==> config.mk <==
export PLATFORM = sky130hd
export DESIGN_NAME = interfaz_rx_tx
export DESIGN_NICKNAME = d
export VERILOG_FILES = /design/src/rtl/interfaz_rx_tx.sv
export SDC_FILE = /design/constraint.sdc
export NUM_CORES = 1
export LEC_CHECK = 0
export CORE_MARGIN = 2
export CORE_UTILIZATION = 49
export CTS_BUF_LIST = sky130_fd_sc_hd__clkbuf_4 sky130_fd_sc_hd__clkbuf_8 sky130_fd_sc_hd__clkbuf_16
export CTS_CLUSTER_SIZE = 10
export DETAILED_ROUTE_END_ITERATION = 8
export HOLD_SLACK_MARGIN = 0.1
export PLACE_DENSITY = 0.78
export SYNTH_ARGS = -nofsm -noshare
export SYNTH_HDL_FRONTEND = slang
export SYNTH_SLANG_ARGS = --single-unit
==> constraint.sdc <==
create_clock -name i_clk -period 1.6 [get_ports i_clk]
set_input_delay 0.32 -clock i_clk [delete_from_list [all_inputs] [get_ports i_clk]]
set_output_delay 0.32 -clock i_clk [all_outputs]
set_load 0.01 [all_outputs]
**Sequential cells grouped by signal name**

The bar under the picture is 20 um long. Other sequential cells in the stronger gray, the rest of the logic in the fainter gray.
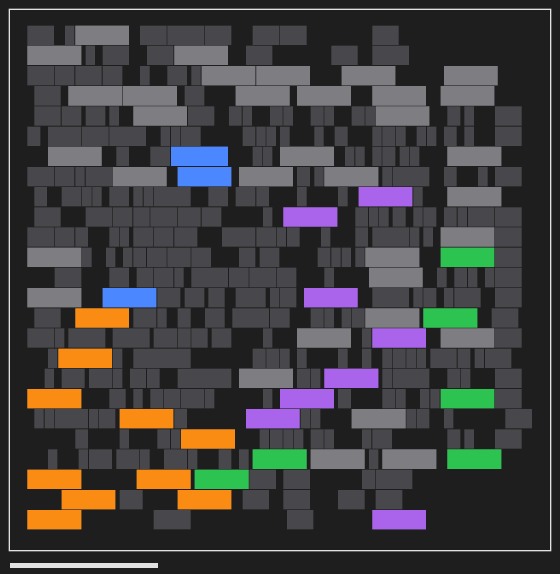
name in the netlist	color	flops
tmr_reg	orange	10
state_reg	blue	3
shadow_b_reg	purple	8
o_op	green	6
not colored	34
fraction of area in registers: 38.65%
final core occ: 68.32%
FF+latch area: 0.001222 sq mm
P_seq: 0.00160 W

**Zoomed window**

The bar under the picture is 10 um long. Region (6, 6) to (31, 31) um. Cells in gray, sequential cells in the stronger gray; small squares are vias.
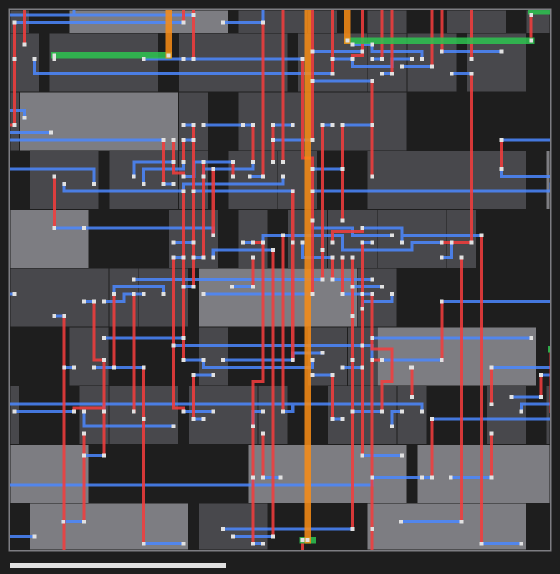
layer	color
met3	green
met2	red
met4	orange
met1	blue
cells with their middle in the window	44
sequential cells in the window	7
most frequent	nor2_1 (7), dfxtp_1 (7)

**Routing congestion map**

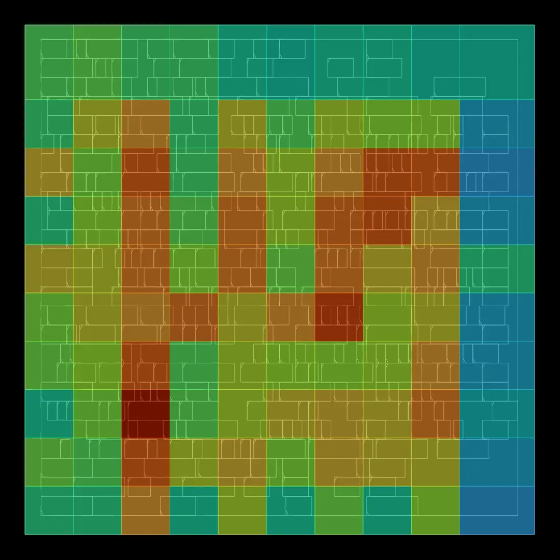
met3 Track Usage GR: 5.663%
busiest grt layer: met2
WL per Instance: 12.21 um
grt met2 use: 32.93%

**Wires at chosen ports, followed through buffers**

The bar under the picture is 20 um long.
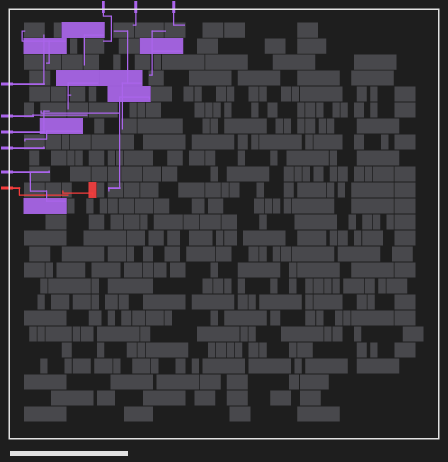
port	color	bits	direction	edge	end cells	buffers	wire
o_tx_data	purple	8	output	5 left, 3 top	8	8	191 um
o_tx_start	red	1	output	left	1	1	16.4 um
port bufs: 53
I/O pins: 54

**Logic cells by family**

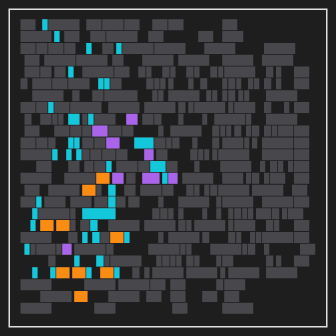
family	color	cells
XOR/XNOR gates	orange	9
AND and OR gates	purple	8
NOR gates	cyan	36
Post-Layout Cell Count: 402
commonest non-fill, non-tap cell in the layout: nand2_1
Comb area share: 31.61%

==> flow_metrics.env <==
# physical design summary
export IMPL_run_status="finished, final reports clean"
export IMPL_mux_area_share_pct=0
export IMPL_dp_cells=387
export IMPL_wl_met1_um=2156
export IMPL_grt_pass1_vias=1931
export IMPL_grt_setup_unrepaired="yes"
export IMPL_min_period_over_period_pct=97.51
export IMPL_initCoreUtil_pct=50.05
export IMPL_final_area_sq_mm=0.003163
export IMPL_die_w_um=72.77
export IMPL_power_w=0.003229
export IMPL_power_density_mw_per_mm2=1021
export IMPL_numCtsBuffers=9
export IMPL_edf_count=0
export IMPL_grt_max_degree=23
export IMPL_irDropWorstVdd_mv=0.6686
export IMPL_seq_power_share_pct=49.4
export IMPL_logic_gates=196
export IMPL_first_pass_iters=4
export IMPL_yosys_cell_types_count=34
export IMPL_warnings=27
export IMPL_critPathBufInv=2
export IMPL_synth_xor_area_share_pct=3.402
export IMPL_crit_chain="and2b_1 > and2_4 > inv_2 > nand2_1 > buf_2"
export IMPL_fa_ha_area_share_pct=0.5400
export IMPL_cp_depth=5
export IMPL_finalWirelength_um=4909
export IMPL_clockNetworkAreaShare_pct=5.854
export IMPL_num_rows=25
export IMPL_clockRootBuffer="clkbuf_8"
export IMPL_avgSynthCellArea_sq_um=8.396
export IMPL_numSynthFlops=61
export IMPL_clock_sinks=61
export IMPL_use_met1_pct=24.74
export IMPL_diodes=0
export IMPL_ys_top_logic_family="simple AND/OR/NAND/NOR gates"
export IMPL_largest_reg_flops=10
export IMPL_dr_first_iter_drc_count=156
export IMPL_ff2ff_setup_slack_ns=0.16
export IMPL_synth_warnings=0
export IMPL_fin_crit_ns=1.560
export IMPL_grt_pass1_wl_um=8342
export IMPL_whs_path_depth=1
export IMPL_fin_hold_ws_ns=0.4491
export IMPL_ys_seq_share_pct=52.70
export IMPL_finalHoldViolCount=0
export IMPL_maxClockFrequency_ghz=0.6409
export IMPL_wl_met2_um=2358
export IMPL_die_area_sq_mm=0.005295
export IMPL_remaining_drc_errors=0
export IMPL_crit_path_start_kind="flop"
export IMPL_clockPowerShare_pct=39.3
export IMPL_ys_sh_simple_pct=26.08
export IMPL_setup_viol=0
export IMPL_maxPowerGroup="sequential cells"
export IMPL_drv_cap=0
export IMPL_hold_class="flop to flop"
export IMPL_slowest_stage="dfxtp_2"
export IMPL_reg2reg_depth=6
export IMPL_dp_worst_setup_slack_ns=-0.1785
export IMPL_final_cell_mix="81 x nand2_1, 60 x dfxtp_1, 49 x clkdlybuf4s50_1"
export IMPL_num_nonclk_buffers=72
export IMPL_cts_resized=12
export IMPL_nNonClkInverters=4
export IMPL_ff_type="dfxtp_1"
export IMPL_cp_arrival_ns=1.24
export IMPL_ctsHoldBuffers=0
export IMPL_p_sw_w=0.0007665
export IMPL_area_growth_pct=36.50
export IMPL_pwr_share_comb_pct=11.3
export IMPL_routed_via_density=5.035
export IMPL_cp_top_family="simple AND/OR/NAND/NOR gates"
export IMPL_switching_share_pct=23.74
Power and IR drop assume default switching activity.
